File: src/rtl/reaction_game_core.sv
// reaction_game_core: one timed whack-a-mole round for NUM_PLAYERS players over NUM_TARGETS lit
// targets, with simultaneous-hit arbitration, no-repeat target draws and winner/tie reporting.
// Optional build macro COMBO_BONUS_EN: per-player hit streaks; a hit at streak 2 scores +2.
module reaction_game_core #(
  parameter int unsigned NUM_PLAYERS   = 2,
  parameter int unsigned NUM_TARGETS   = 10,
  parameter int unsigned SCORE_W       = 7,
  parameter int unsigned GAME_SECONDS  = 60,
  parameter int unsigned TICKS_PER_SEC = 100000000,
  parameter logic [15:0] LFSR_SEED     = 16'hACE1
) (
  input  logic                           i_clk,
  input  logic                           i_reset_n,
  input  logic                           i_start,
  input  logic [1:0]                     i_difficulty,
  input  logic [NUM_PLAYERS-1:0]         i_hit_valid,
  input  logic [4*NUM_PLAYERS-1:0]       i_hit_num,
  output logic [NUM_TARGETS-1:0]         o_target,
  output logic                           o_game_active,
  output logic [7:0]                     o_time_left,
  output logic [SCORE_W*NUM_PLAYERS-1:0] o_scores,
  output logic [2:0]                     o_winner,
  output logic                           o_tie
);

  localparam int unsigned SecW = (TICKS_PER_SEC > 1) ? $clog2(TICKS_PER_SEC) : 1;
  localparam int unsigned WinW = $clog2(4 * TICKS_PER_SEC + 1);
  localparam logic [SCORE_W-1:0] ScoreMax = '1;

  typedef enum logic [1:0] {StIdle, StPlay, StOver} state_e;

  state_e             r_state, w_state_next;
  logic [15:0]        r_lfsr, w_lfsr_next;
  logic [3:0]         r_target_idx, w_target_next;
  logic [1:0]         r_diff, w_diff_next;
  logic [7:0]         r_time_left, w_time_next;
  logic [SecW-1:0]    r_sec_cnt, w_sec_next;
  logic [WinW-1:0]    r_win_cnt, w_win_next;
  logic [SCORE_W-1:0] r_scores [NUM_PLAYERS];
  logic [SCORE_W-1:0] w_scores_next [NUM_PLAYERS];
  logic [2:0]         r_winner, w_winner_next;
  logic               r_tie, w_tie_next;
`ifdef COMBO_BONUS_EN
  logic [1:0]         r_streak [NUM_PLAYERS];
  logic [1:0]         w_streak_next [NUM_PLAYERS];
`endif

  logic [3:0]             w_draw_raw, w_draw_idx;
  logic                   w_sec_wrap, w_end, w_win_expire;
  logic [2:0]             w_win_secs;
  logic [WinW-1:0]        w_win_last;
  logic [NUM_PLAYERS-1:0] w_scorer_oh, w_wrong;
  logic                   w_any_score;
  logic [SCORE_W-1:0]     w_best;
  logic [2:0]             w_best_idx;
  logic                   w_best_tie;
  logic [1:0]             w_inc;

  function automatic logic [SCORE_W-1:0] sat_add(input logic [SCORE_W-1:0] s,
                                                 input logic [1:0] inc);
    logic [SCORE_W:0] sum;
    sum = {1'b0, s} + (SCORE_W+1)'(inc);
    return sum[SCORE_W] ? ScoreMax : sum[SCORE_W-1:0];
  endfunction

  // Fibonacci LFSR for x^16+x^14+x^13+x^11, free-running in every state
  assign w_lfsr_next = {r_lfsr[14:0], r_lfsr[15] ^ r_lfsr[13] ^ r_lfsr[12] ^ r_lfsr[10]};

  assign w_draw_raw = 4'(r_lfsr % 16'(NUM_TARGETS));

  // Bump a draw that lands on the lit target to the next index so targets never repeat
  always_comb begin
    w_draw_idx = w_draw_raw;
    if (w_draw_raw == r_target_idx) begin
      w_draw_idx = (w_draw_raw == 4'(NUM_TARGETS - 1)) ? 4'd0 : w_draw_raw + 4'd1;
    end
  end

  assign w_sec_wrap   = (r_sec_cnt == SecW'(TICKS_PER_SEC - 1));
  assign w_end        = (r_state == StPlay) && w_sec_wrap && (r_time_left <= 8'd1);
  // Window length in seconds is 4 - difficulty
  assign w_win_secs   = {1'b0, ~r_diff} + 3'd1;
  assign w_win_last   = WinW'(w_win_secs) * WinW'(TICKS_PER_SEC) - WinW'(1);
  assign w_win_expire = (r_win_cnt == w_win_last);

  // Classify hits: only the lowest-indexed correct hitter scores, every wrong hitter loses one
  always_comb begin
    w_scorer_oh = '0;
    w_wrong     = '0;
    w_any_score = 1'b0;
    for (int p = 0; p < NUM_PLAYERS; p++) begin
      if (i_hit_valid[p]) begin
        if (i_hit_num[4*p +: 4] == r_target_idx) begin
          if (!w_any_score) begin
            w_scorer_oh[p] = 1'b1;
            w_any_score    = 1'b1;
          end
        end else begin
          w_wrong[p] = 1'b1;
        end
      end
    end
  end

  // Top score search; ties keep the lowest index
  always_comb begin
    w_best     = r_scores[0];
    w_best_idx = 3'd0;
    w_best_tie = 1'b0;
    for (int p = 1; p < NUM_PLAYERS; p++) begin
      if (r_scores[p] > w_best) begin
        w_best     = r_scores[p];
        w_best_idx = 3'(p);
        w_best_tie = 1'b0;
      end else if (r_scores[p] == w_best) begin
        w_best_tie = 1'b1;
      end
    end
  end

  // Round sequencing, scoring and target redraw
  always_comb begin
    w_state_next  = r_state;
    w_target_next = r_target_idx;
    w_diff_next   = r_diff;
    w_time_next   = r_time_left;
    w_sec_next    = r_sec_cnt;
    w_win_next    = r_win_cnt;
    w_scores_next = r_scores;
    w_winner_next = r_winner;
    w_tie_next    = r_tie;
    w_inc         = 2'd1;
`ifdef COMBO_BONUS_EN
    w_streak_next = r_streak;
`endif
    case (r_state)
      StIdle, StOver: begin
        if (i_start) begin
          w_state_next  = StPlay;
          w_scores_next = '{default: '0};
          w_time_next   = 8'(GAME_SECONDS);
          w_diff_next   = i_difficulty;
          w_target_next = w_draw_idx;
          w_sec_next    = '0;
          w_win_next    = '0;
          w_winner_next = 3'd0;
          w_tie_next    = 1'b0;
`ifdef COMBO_BONUS_EN
          w_streak_next = '{default: '0};
`endif
        end
      end
      StPlay: begin
        w_sec_next = w_sec_wrap ? '0 : r_sec_cnt + SecW'(1);
        if (w_sec_wrap) begin
          w_time_next = r_time_left - 8'd1;
        end
        if (w_end) begin
          // Round end beats any hit in the same cycle
          w_state_next  = StOver;
          w_winner_next = w_best_idx;
          w_tie_next    = w_best_tie;
        end else begin
          for (int p = 0; p < NUM_PLAYERS; p++) begin
            if (w_scorer_oh[p]) begin
`ifdef COMBO_BONUS_EN
              w_inc = (r_streak[p] == 2'd2) ? 2'd2 : 2'd1;
              w_streak_next[p] = (r_streak[p] == 2'd2) ? 2'd2 : r_streak[p] + 2'd1;
`endif
              w_scores_next[p] = sat_add(r_scores[p], w_inc);
            end else begin
              if (w_wrong[p] && (r_scores[p] != '0)) begin
                w_scores_next[p] = r_scores[p] - SCORE_W'(1);
              end
`ifdef COMBO_BONUS_EN
              if (w_wrong[p] || w_any_score || w_win_expire) begin
                w_streak_next[p] = 2'd0;
              end
`endif
            end
          end
          // A correct hit and a window expiry together still give a single redraw
          if (w_any_score || w_win_expire) begin
            w_target_next = w_draw_idx;
            w_win_next    = '0;
          end else begin
            w_win_next = r_win_cnt + WinW'(1);
          end
        end
      end
      default: w_state_next = StIdle;
    endcase
  end

  // State and datapath registers with synchronous active-low reset
  always_ff @(posedge i_clk) begin
    if (!i_reset_n) begin
      r_state      <= StIdle;
      r_lfsr       <= LFSR_SEED;
      r_target_idx <= 4'd0;
      r_diff       <= 2'd0;
      r_time_left  <= 8'd0;
      r_sec_cnt    <= '0;
      r_win_cnt    <= '0;
      r_scores     <= '{default: '0};
      r_winner     <= 3'd0;
      r_tie        <= 1'b0;
`ifdef COMBO_BONUS_EN
      r_streak     <= '{default: '0};
`endif
    end else begin
      r_state      <= w_state_next;
      r_lfsr       <= w_lfsr_next;
      r_target_idx <= w_target_next;
      r_diff       <= w_diff_next;
      r_time_left  <= w_time_next;
      r_sec_cnt    <= w_sec_next;
      r_win_cnt    <= w_win_next;
      r_scores     <= w_scores_next;
      r_winner     <= w_winner_next;
      r_tie        <= w_tie_next;
`ifdef COMBO_BONUS_EN
      r_streak     <= w_streak_next;
`endif
    end
  end

  assign o_game_active = (r_state == StPlay);
  assign o_target      = o_game_active ? ({{(NUM_TARGETS-1){1'b0}}, 1'b1} << r_target_idx) : '0;
  assign o_time_left   = r_time_left;
  assign o_winner      = r_winner;
  assign o_tie         = r_tie;

  // Flatten per-player scores onto the packed output bus
  always_comb begin
    o_scores = '0;
    for (int p = 0; p < NUM_PLAYERS; p++) begin
      o_scores[SCORE_W*p +: SCORE_W] = r_scores[p];
    end
  end

endmodule
File: config.mk
export PLATFORM = sky130hd
export DESIGN_NAME = reaction_game_core
export DESIGN_NICKNAME = d
export VERILOG_FILES = /design/src/rtl/reaction_game_core.sv
export SDC_FILE = /design/constraint.sdc
export NUM_CORES = 1
export LEC_CHECK = 0
export CAP_MARGIN = 0
export CORE_UTILIZATION = 35
export DETAILED_ROUTE_END_ITERATION = 8
export GPL_ROUTABILITY_DRIVEN = 0
export GPL_TIMING_DRIVEN = 0
export HOLD_SLACK_MARGIN = 0.1
export SETUP_SLACK_MARGIN = 0.05
export SYNTH_ARGS = -nofsm -noshare
export SYNTH_HDL_FRONTEND = slang
export SYNTH_SLANG_ARGS = --single-unit
File: constraint.sdc
create_clock -name i_clk -period 6.05 [get_ports i_clk]
set_input_delay 1.21 -clock i_clk [delete_from_list [all_inputs] [get_ports i_clk]]
set_output_delay 1.21 -clock i_clk [all_outputs]
set_load 0.02 [all_outputs]
==> results_dict.tcl, run 1 <==
# implementation run metrics
set metrics [dict create \
    setup_tns_ns 0 \
    edf_count 0 \
    num_antenna_cells 0 \
    clk_latency_ns 0.35 \
    fp_util_pct 35.88 \
    clock.fmax_mhz 176.5 \
    hold_depth 2 \
    rr_endpoint "r_target_idx[1]$_SDFFE_PN0P_" \
    grt_pass1_vias 6788 \
    crit_fanout 10 \
    clock_sinks 104 \
    path_clk_slew_ns 0.07 \
    first_iter_violations 568 \
    final_cell_area_sq_um 8751 \
    worstPathArrival_ns 5.94 \
    yosys_warnings 0 \
    cts_tree "yes" \
    worstMarginPinSlew_ns 0.8552 \
    ir_drop_uv 139.1 \
    die_w_um 149.3 \
    drc_errors 0 \
    min_period_over_period_pct 93.67 \
    ff_type "dfxtp_1" \
    ant_nets 0 \
    yosysChipArea_sq_um 7590 \
    dpl.hpwl_mm 15.26 \
    gr-total-overflow 0 \
    critPathRequiredTime_ns 6.32 \
    ff2ff_setup_slack_ns 0.38 \
    h-tree-depth 3 \
    cap_violations 0 \
    worst_slack_ns 0.3827 \
    status "completed" \
    min_from "r_state[1]$_SDFFE_PN0P_" \
    final_nets 1124 \
    antenna_found_initial 0 \
    fillers 2191 \
    grt_max_degree 16 \
    numSynthFlops 104 \
    synth_async_sr_flop_share_pct 0 \
    die-area_sq_um 22280 \
    core_sq_um 21150 \
    finalSetupViolations 0 \
    grt_first_pass_wirelength_mm 33.79 \
    r2r-start "r_lfsr[12]$_SDFF_PN0_" \
    crit_path_start_kind "flip-flop" \
    clockBufferDepth 2 \
    slew_headroom_pct 42.46 \
    syn_to_final_growth_pct 15.30 \
    p_leak_nw 3.114 \
    first_pass_iters 5 \
    ys_cells 1018 \
    drv_slew 0 \
    cp-end-kind "flip-flop" \
    pwr_density_cell_nw_per_um2 253.2 \
    finalPower_mw 2.216 \
    startpoint "r_lfsr[12]$_SDFF_PN0_" \
    place_ws_ns 0.2596 \
    top_cells_by_area "dfxtp_1 27%, nor2_1 6.5%, nand2_1 4.9%" \
    synth_area_sq_um 7590 \
    critPathCapture "r_target_idx[1]$_SDFFE_PN0P_" \
    rsz0062_at_grt "no" \
    path_class "flip-flop to flip-flop" \
    io_buffers 49 \
    hold_path_class "flip-flop to flip-flop" \
    min_to "r_state[1]$_SDFFE_PN0P_" \
    syn_avg_cell_area_sq_um 7.456 \
    synth.distinct_cells 95 \
    openroad.warnings 39 \
    finalClockSkew_ns 0.006202 \
    synth.top_cell.area_share_pct 27.43 \
    reg2reg_depth 20 \
    cts_root_buffer "clkbuf_16" \
    placed_cell_area_sq_um 8432 \
]
## run 1: synthesized netlist by cell type, drive strengths merged (9+ instances only)
cell type and number:
and2 14, nor2 132, a221oi 9, clkbuf 41
nand3 48, xnor2 32, nand4 21, nand2b 13
nor3 32, or3 14, and3 28, nand2 99
a21oi 66, a311oi 11, dfxtp 104, o21ai 47
inv 36, ha 28, xor2 24, nor4 16
a22oi 13, a211oi 13, a31oi 13, buf 21
## run 1: state kept, by name, indices dropped and copies added (netlist names)
signal / cells
r_diff: 2
o_tie: 1
r_target_idx: 4
o_winner: 1
r_lfsr: 16
r_sec_cnt: 27
r_win_cnt: 29
r_state: 2
o_time_left: 8
o_scores: 14
## run 1: logic make-up (layout without fill, tap and decap cells)
logic type               count (synthesis)  count (layout)  share of synthesized area, %
AND/OR/NAND/NOR                        458             458                         30.05
AND-OR/OR-AND                          264             264                         24.66
flip-flops                             104             104                         27.43
buffers and inverters                  101             165                         5.523
XOR/XNOR                                56              56                         6.561
adder cells (fa/ha/maj)                 30              30                         5.012
multiplexers                             4               4                        0.7088
other                                    1               3                       0.04941
## run 1: per-stage QoR
stage	std cells	util (%)	hold WS, ns
after floorplan	1020	-	0.4423
after global placement	1344	39.86	0.4617
after detailed placement	1344	39.86	0.4912
after CTS	1359	41.22	0.5053
after global routing	1359	41.37	0.5278
final	1359	41.37	0.5025
## run 1: placed cells by master (no fill, tap or decap), types with 31 or more instances in the layout
cell type        count
nand3_1             47
dfxtp_1            104
inv_1               36
xnor2_1             31
a21oi_1             65
clkbuf_1            41
nand2_1             99
o21ai_0             43
nor2_1             131
clkdlybuf4s50_1     49
nor3_1              31
## run 1: per-layer routing
layer	GRT usage, %	part of all wire [%]
met3	2.752	4.4
met2	30.33	46
met1	25.12	48
met5	0	0
met4	7.041	2.0
## run 1: layout make-up
cell class	instances	area [sq um]	area share, %
Sequential cell	104	2082	23.79
Buffer	62	274.0	3.131
Clock buffer	11	242.7	2.774
Multi-Input combinational cell	815	5126	58.58
Clock inverter	4	45.04	0.5147
Tap cell	275	344.1	3.932
Inverter	39	146.4	1.673
Timing Repair Buffer	49	490.5	5.605
## run 1: worst max-delay path, cell delays in order, from the launching register on
cell and delay, ns:
dfxtp_1 0.32, buf_4 0.17, and2b_4 0.19, nor4_2 0.28, a221oi_2 0.10, buf_6 0.16
a221oi_1 0.40, a311o_1 0.16, buf_2 0.20, a21oi_1 0.13, mux4_2 0.55, a21oi_2 0.28
a21boi_1 0.17, a2111oi_1 0.42, o21bai_2 0.20, maj3_1 0.41, a221oi_2 0.36, a31oi_4 0.10
xnor2_2 0.23, or4b_1 0.56, a211oi_2 0.18
## run 1: power breakdown
group | internal (mW) | total (mW) | switching, mW
registers | 0.716 | 0.754 | 0.0385
clock network | 0.328 | 0.588 | 0.260
logic | 0.340 | 0.874 | 0.533
## run 1: what timing repair did
action / CTS / global route
gates resized: 0 / 9
endpoints found under the hold margin: 0 / 0
hold buffers: 0 / 0
setup endpoints to repair: 0 / 14
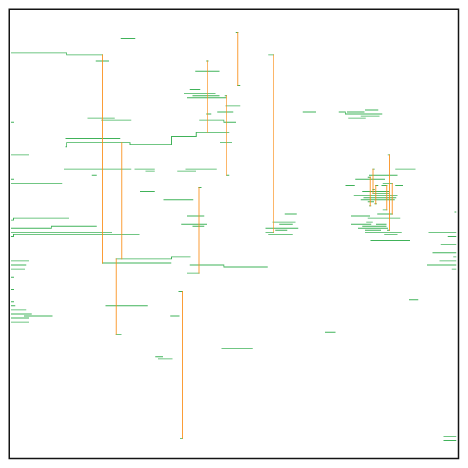
Figure 1: run 1, signal wires by layer.
Drawn at 3 px/um. Two of the layers only.
[M3] green | wire length: 917 um
[M4] orange | wire length: 405 um
WL final: 20.75 mm
via count: 7620
Wirelength per Cell: 15.27 um
Total GRT Usage: 18.77%

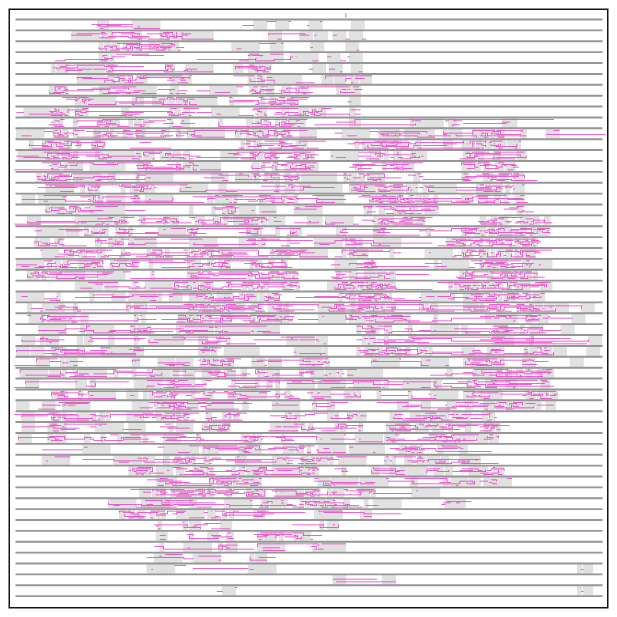
Figure 2: run 1, signal wires on met1.
Drawn at 4 px/um. Supply wires on this layer in gray.
longest straight run: 49.7 um
wire length on this layer: 9890 um
main direction: horizontal
grt met1 use: 25.12%

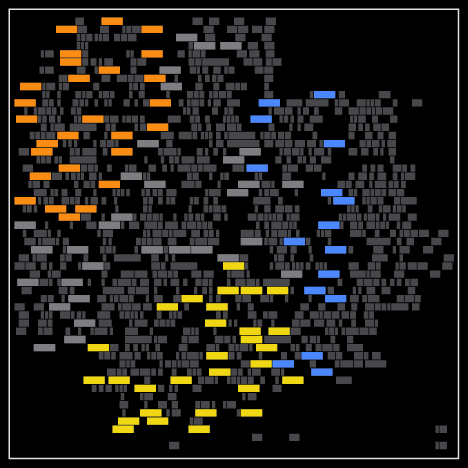
Figure 3: run 1, sequential cells grouped by signal name.
Drawn at 3 px/um. Other sequential cells in the stronger gray, the rest of the logic in the fainter gray.
[`r_lfsr`] blue | sequential cells: 16
[`r_sec_cnt`] orange | sequential cells: 27
[`r_win_cnt`] yellow | sequential cells: 29 | where: bottom center
post-layout util: 41.37%
Seq group: 0.754 mW
Seq area share: 23.79%
register area: 2082 sq um

Figure 4. Routing congestion (run 1).
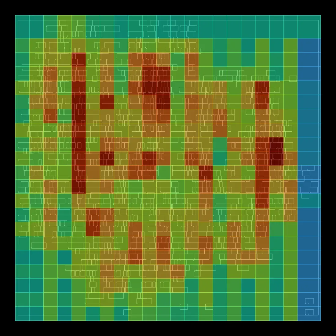

==> run 2, diff against run 1 <==
--- a/config.mk
+++ b/config.mk
@@ -7,4 +7,5 @@
 export LEC_CHECK = 0
 export CAP_MARGIN = 0
+export CORE_MARGIN = 5
 export CORE_UTILIZATION = 35
 export DETAILED_ROUTE_END_ITERATION = 8
==> constraint.sdc (replaced) <==
create_clock -name i_clk -period 6.05 [get_ports i_clk]
set_input_delay 1.21 -clock i_clk [delete_from_list [all_inputs] [get_ports i_clk]]
set_output_delay 1.21 -clock i_clk [all_outputs]
set_load 0.05 [all_outputs]
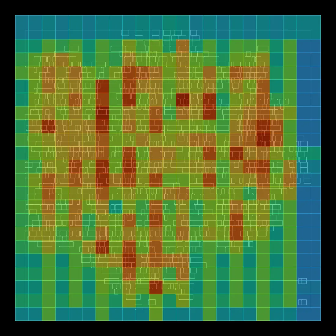
Figure 5: run 2, routing congestion.
grt met1 use: 24.11%
Top Usage Layer GRT: met2

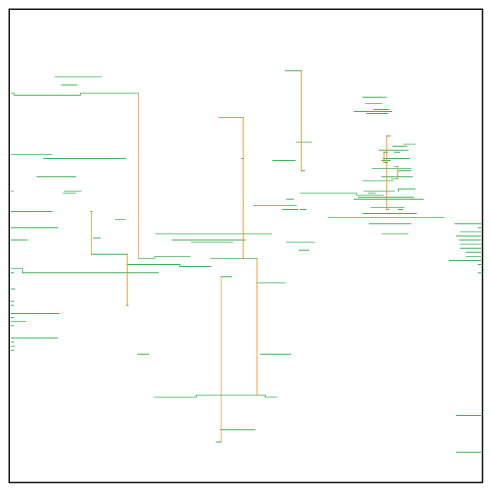
Figure 6: run 2, signal wires by layer.
Drawn at 3 px/um. Two of the layers only.
[M3] green | wire length: 933 um
[M4] orange | wire length: 299 um
Total GRT Usage: 17.08%
WL final: 21.16 mm

==> results_dict.tcl, run 2 <==
# implementation run metrics
set metrics [dict create \
    antenna_found_initial 0 \
    pwr_density_cell_nw_per_um2 257.6 \
    status "completed" \
    clockBufferDepth 2 \
    yosys_warnings 0 \
    synth.distinct_cells 95 \
    clock.fmax_mhz 175.4 \
    slew_headroom_pct 43.52 \
    io_buffers 49 \
    fin_cells 1362 \
    path_class "flip-flop to flip-flop" \
    worstPathArrival_ns 5.98 \
    cts_tree "yes" \
    most_common_cell "nor2_1" \
    grt_first_pass_wirelength_mm 35.12 \
    rr_endpoint "r_target_idx[1]$_SDFFE_PN0P_" \
    top_register "r_win_cnt" \
    cts_root_buffer "clkbuf_16" \
    crit_fanout 10 \
    ant_nets 0 \
    hold_depth 1 \
    finalSetupViolations 0 \
    fillers 2276 \
    drv_slew 0 \
    layout_top_cell "nor2_1" \
    dp_cells 1344 \
    route.vias.total 7664 \
    worstMarginPinSlew_ns 0.8394 \
    fp_util_pct 35.77 \
    synth_area_sq_um 7590 \
    ff_type "dfxtp_1" \
    place_ws_ns 0.2112 \
    synth.top_cell.area_share_pct 27.43 \
    path_clk_slew_ns 0.07 \
    numCtsBuffers 9 \
    core_sq_um 21220 \
    ff2ff_setup_slack_ns 0.35 \
    grt_max_degree 18 \
    synth_async_sr_flop_share_pct 0 \
    common_cells "131 x nor2_1, 104 x dfxtp_1, 99 x nand2_1" \
    cap_violations 0 \
    yosysChipArea_sq_um 7590 \
    gr-total-overflow 0 \
    ys_cells 1018 \
    first_iter_violations 600 \
    h-tree-depth 3 \
    worst_slack_ns 0.3473 \
    drc_errors 0 \
    cp-end-kind "flip-flop" \
    largest_reg_flops 29 \
    die_w_um 157.3 \
    die-area_sq_um 24730 \
    final_nets 1126 \
    r2r-start "r_lfsr[11]$_SDFF_PN1_" \
    grt_pass1_vias 6898 \
    critPathRequiredTime_ns 6.33 \
    edf_count 0 \
    dpl.hpwl_mm 15.53 \
    final_cell_mix "131 x nor2_1, 104 x dfxtp_1, 99 x nand2_1" \
    openroad.warnings 40 \
    hold_path_class "flip-flop to flip-flop" \
    clock_sinks 104 \
    crit_path_start_kind "flip-flop" \
    syn_avg_cell_area_sq_um 7.456 \
    num_antenna_cells 0 \
    clk_latency_ns 0.36 \
    finalClockSkew_ns 0.005911 \
    ir_drop_uv 146.1 \
    numSynthFlops 104 \
    top_cells_by_area "dfxtp_1 27%, nor2_1 6.5%, nand2_1 4.9%" \
    reg_top3 "r_win_cnt (29), r_sec_cnt (27), r_lfsr (16)" \
    rsz0062_at_grt "yes" \
    min_from "r_sec_cnt[26]$_SDFFE_PN0P_" \
    syn_to_final_growth_pct 15.58 \
    first_pass_iters 5 \
    p_leak_nw 3.112 \
    dieHeight_um 157.3 \
    io_pins 52 \
    top_area_cell "dfxtp_1" \
    min_period_over_period_pct 94.26 \
    min_to "r_sec_cnt[26]$_SDFFE_PN0P_" \
    reg2reg_depth 21 \
    wl_per_cell_um 15.54 \
]
[run 2: cell counts after synthesis]
Identical to the previous run, type by type.
[run 2: worst max path at each step]
| stage | to | depth (start not counted) | slack (ns) | from |
|---|---|---|---|---|
| 2_1_floorplan | r_target_idx[1]$_SDFFE_PN0P_ | 21 | 0.93 | r_lfsr[12]$_SDFF_PN0_ |
| 3_3_place_gp | r_target_idx[0]$_SDFFE_PN0P_ | 21 | 0.19 | r_lfsr[11]$_SDFF_PN1_ |
| 3_5_place_dp | r_target_idx[1]$_SDFFE_PN0P_ | 21 | 0.21 | r_lfsr[11]$_SDFF_PN1_ |
| 4_1_cts | r_target_idx[0]$_SDFFE_PN0P_ | 21 | 0.17 | r_lfsr[11]$_SDFF_PN1_ |
| 5_1_grt | r_target_idx[1]$_SDFFE_PN0P_ | 20 | -0.0007 | r_lfsr[11]$_SDFF_PN1_ |
| 6_report | r_target_idx[1]$_SDFFE_PN0P_ | 21 | 0.35 | r_lfsr[11]$_SDFF_PN1_ |
[run 2: stage by stage]
stage	TNS, ns	area [sq um]	hold WS [ns]	utilization (%)	power [mW]
2_1_floorplan	0	7597	0.4423	-	1.449
3_3_place_gp	0	8432	0.4676	39.73	1.661
3_5_place_dp	0	8432	0.4842	39.73	1.667
4_1_cts	0	8706	0.5002	41.03	2.237
5_1_grt	-0.0006746	8772	0.5294	41.34	2.407
6_report	0	8772	0.4998	41.34	2.260
[run 2: critical path, stage by stage (launching register included)]
cell,delay (ns)
dfxtp_1,0.32
buf_2,0.18
nor2_1,0.19
o21ai_0,0.11
a221oi_1,0.44
buf_6,0.21
and2_1,0.24
a311o_1,0.19
buf_2,0.21
a21oi_1,0.13
mux4_2,0.56
a21oi_4,0.24
nand3b_1,0.14
or3_1,0.42
and3_1,0.17
buf_4,0.16
and4_1,0.18
nor4_2,0.36
a31oi_4,0.20
xnor2_2,0.24
or4b_1,0.55
a211oi_2,0.18
[run 2: layout make-up]
class	instances	area (sq um)	area share, %
Buffer	62	275.3	3.138
Clock buffer	11	232.7	2.653
Clock inverter	5	41.29	0.4707
Inverter	39	146.4	1.669
Multi-Input combinational cell	815	5145	58.65
Sequential cell	104	2082	23.73
Tap cell	275	344.1	3.922
Timing Repair Buffer	51	505.5	5.762
[run 2: logic make-up after synthesis]
| group | after synthesis | synth area share, % |
|---|---|---|
| other | 1 | 0.04941 |
| muxes | 4 | 0.7088 |
| xor gates and xnor gates | 56 | 6.561 |
| buffers and inverters | 101 | 5.523 |
| AOI/OAI and AO/OA | 264 | 24.66 |
| and+or+nand+nor | 458 | 30.05 |
| adders and majority gates | 30 | 5.012 |
| DFF | 104 | 27.43 |
[run 2: timing repair]
item | CTS | global route
endpoints found under the setup margin | 0 | 14
hold buffers | 0 | 0
gates resized | 0 | 13
buffers inserted | 0 | 2
[run 2: layer usage]
layer  track usage [%]  vias to the layer above  wire length, um
li1                  -                     3854                -
met1             24.11                     3629            10120
met2             27.34                      158             9807
met3             2.667                       23              933
met4             4.302                        0              299
met5                 0                        -                0
[run 2: power by group]
part / total, mW / internal (mW) / switching [mW]
sequential: 0.753 / 0.715 / 0.0379
clock: 0.568 / 0.284 / 0.285
combinational: 0.938 / 0.348 / 0.590
Figure 7. Signal wires on met1 (run 2).
Drawn at 4 px/um. Supply wires on this layer in gray.
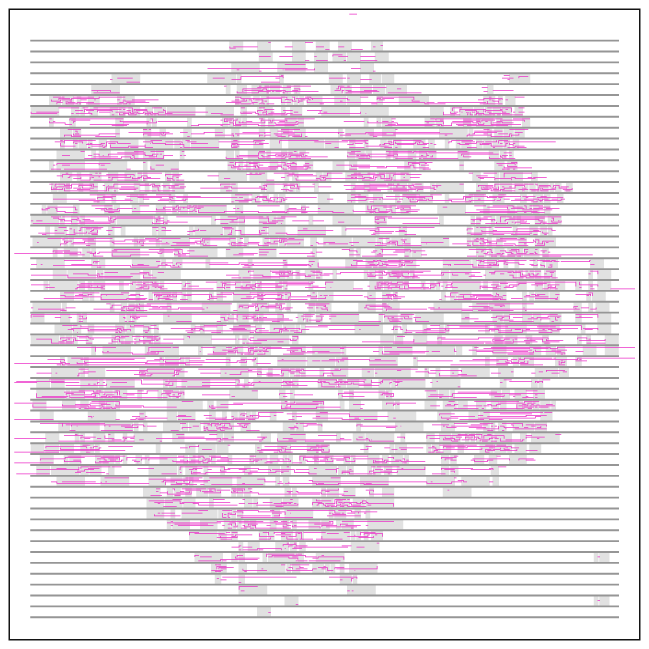

==> run 3, diff against run 2 <==
- CORE_MARGIN: 5 -> default
- clock period: 6.05 -> 7.1 ns (I/O delays scaled with it)
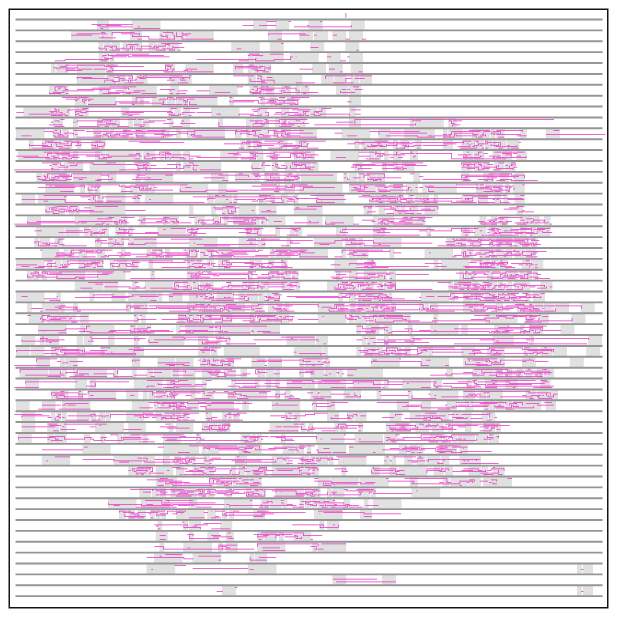
Figure 8: run 3, signal wires on met1.
Drawn at 4 px/um. Supply wires on this layer in gray.
longest straight run: 49.7 um
wire length on this layer: 9880 um
WL final: 20.62 mm
grt met1 use: 25.12%

==> results_dict.tcl, run 3 <==
# implementation run metrics
set metrics [dict create \
    dieHeight_um 149.3 \
    min_period_over_period_pct 83.48 \
    fin_hold_ws_ns 0.5024 \
    grt_util_met2_pct 30.33 \
    clk_latency_ns 0.35 \
    crit_path_start_kind "flip-flop" \
    ant_nets 0 \
    dpl.hpwl_mm 15.26 \
    reg2reg_depth 21 \
    critPathRequiredTime_ns 7.34 \
    status "completed" \
    syn_avg_cell_area_sq_um 7.456 \
    h-tree-depth 3 \
    first_pass_iters 6 \
    postCtsSetupBuffers 0 \
    grt_max_degree 16 \
    clock_sinks 104 \
    edf_count 0 \
    worstMarginPinSlew_ns 0.8770 \
    core_sq_um 21150 \
    register_area_sq_um 2082 \
    numCtsBuffers 9 \
    synth_async_sr_flop_share_pct 0 \
    r2r-start "r_lfsr[11]$_SDFF_PN1_" \
    final_cell_mix "131 x nor2_1, 104 x dfxtp_1, 99 x nand2_1" \
    pwr_density_cell_nw_per_um2 219.2 \
    crit_fanout 10 \
    drc_errors 0 \
    setup_tns_ns 0 \
    largest_reg_flops 29 \
    path_class "flip-flop to flip-flop" \
    grt_first_pass_wirelength_mm 33.79 \
    place_ws_ns 1.310 \
    grt_pass1_vias 6788 \
    worst_slack_ns 1.173 \
    antenna_found_initial 0 \
    layout_top_cell "nor2_1" \
    slew_headroom_pct 40.99 \
    synth_area_sq_um 7590 \
    cts.repair.resized 0 \
    worstPathArrival_ns 6.17 \
    grt_usage_pct 18.77 \
    met3_usage_pct 2.752 \
    finalSetupViolations 0 \
    cp-end-kind "flip-flop" \
    rr_endpoint "r_target_idx[0]$_SDFFE_PN0P_" \
    hold_path_class "flip-flop to flip-flop" \
    p_leak_nw 3.101 \
    synth.top_cell.area_share_pct 27.43 \
    top_area_cell "dfxtp_1" \
    die_w_um 149.3 \
    die-area_sq_um 22280 \
    cts_tree "yes" \
    finalPower_mw 1.911 \
    ir_drop_uv 119.2 \
    num_antenna_cells 0 \
    logic_area_sq_um 5096 \
    min_from "r_state[1]$_SDFFE_PN0P_" \
    cts_root_buffer "clkbuf_16" \
    top_register "r_win_cnt" \
    ys_cells 1018 \
    ff2ff_setup_slack_ns 1.17 \
]
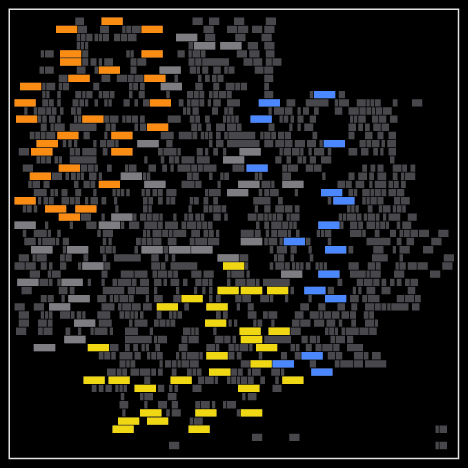
Figure 9: run 3, sequential cells grouped by signal name.
Drawn at 3 px/um. Other sequential cells in the stronger gray, the rest of the logic in the fainter gray.
Seq area share: 23.88%
post-layout util: 41.22%

run 3: worst max path at each step:
stage,endpoint,startpoint,cells past startpoint
2_1_floorplan,r_target_idx[1]$_SDFFE_PN0P_,r_lfsr[12]$_SDFF_PN0_,21
3_5_place_dp,r_target_idx[0]$_SDFFE_PN0P_,r_lfsr[11]$_SDFF_PN1_,21
3_3_place_gp,r_target_idx[0]$_SDFFE_PN0P_,r_lfsr[12]$_SDFF_PN0_,20
4_1_cts,r_target_idx[0]$_SDFFE_PN0P_,r_lfsr[11]$_SDFF_PN1_,21
6_report,r_target_idx[0]$_SDFFE_PN0P_,r_lfsr[11]$_SDFF_PN1_,21
5_1_grt,r_target_idx[0]$_SDFFE_PN0P_,r_lfsr[11]$_SDFF_PN1_,21
run 3: metal layers:
metal	vias up	share of wire, %
li1	3849	-
met1	3544	48
met2	203	46
met3	30	4.4
met4	0	1.9
met5	-	0
run 3: where the power goes:
part	internal (mW)	switching, mW
logic	0.284	0.484
registers	0.610	0.0326
clock network	0.280	0.221
total	1.17	0.738
run 3: cell type report:
| class | count | share of cell area, % |
|---|---|---|
| well taps | 275 | 3.946 |
| multi-input cells | 815 | 58.44 |
| plain buffers | 62 | 3.128 |
| inverters | 39 | 1.679 |
| clock buffers | 11 | 2.784 |
| clock inverters | 4 | 0.5166 |
| repair buffers | 49 | 5.625 |
| flip-flops and latches | 104 | 23.88 |
run 3: per-stage QoR:
stage | instance area, sq um | std cells | utilization, %
after floorplan | 7597 | 1020 | -
after global placement | 8432 | 1344 | 39.86
after detailed placement | 8432 | 1344 | 39.86
after CTS | 8720 | 1359 | 41.22
after global routing | 8720 | 1359 | 41.22
final | 8720 | 1359 | 41.22
run 3: kinds of logic after synthesis:
group / share of synthesized area (%)
multiplexers: 0.7088
buffers and inverters: 5.523
AND-OR/OR-AND: 24.66
XOR/XNOR: 6.561
flip-flops: 27.43
other: 0.04941
adder cells (fa/ha/maj): 5.012
AND/OR/NAND/NOR: 30.05
run 3: worst max-delay path: stages (launching register included):
cell and delay, ns:
dfxtp_1 0.32, buf_2 0.17, nor2_1 0.18, o21ai_0 0.10, a221oi_1 0.44, buf_6 0.20
a221oi_1 0.11, a311o_1 0.29, buf_2 0.18, a21oi_1 0.34, a211oi_1 0.15, o2111ai_1 0.53
a21boi_1 0.37, a2111oi_0 0.11, o21bai_1 0.48, clkbuf_1 0.37, nor2_1 0.11, o41ai_1 0.39
o21ai_2 0.16, xnor2_1 0.20, o311a_1 0.38, o31a_1 0.23

==> layout pictures side by side <==
M4 wires.
Drawn at 3 px/um. Supply wires on this layer in gray.
(a)
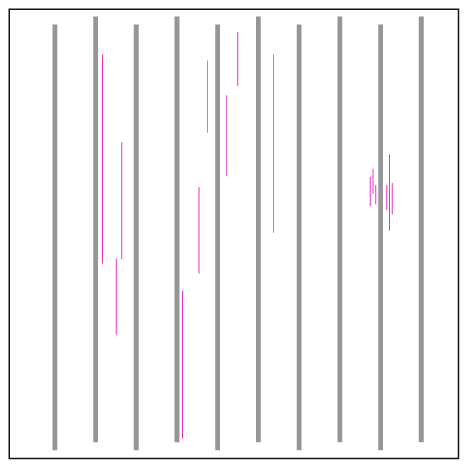
(b)
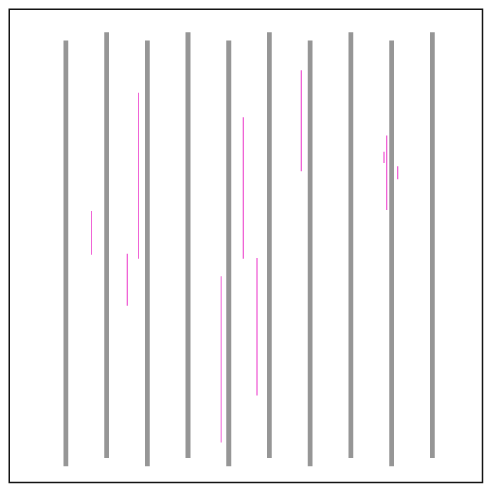
run 2: (b)
run 1: (a)

Key to (a):
wire length on this layer: 405 um
main direction: vertical
longest straight run: 69.4 um
nets with wire on the layer: 13
share of all routed wire: 2.0%

Power and IR drop assume default switching activity.
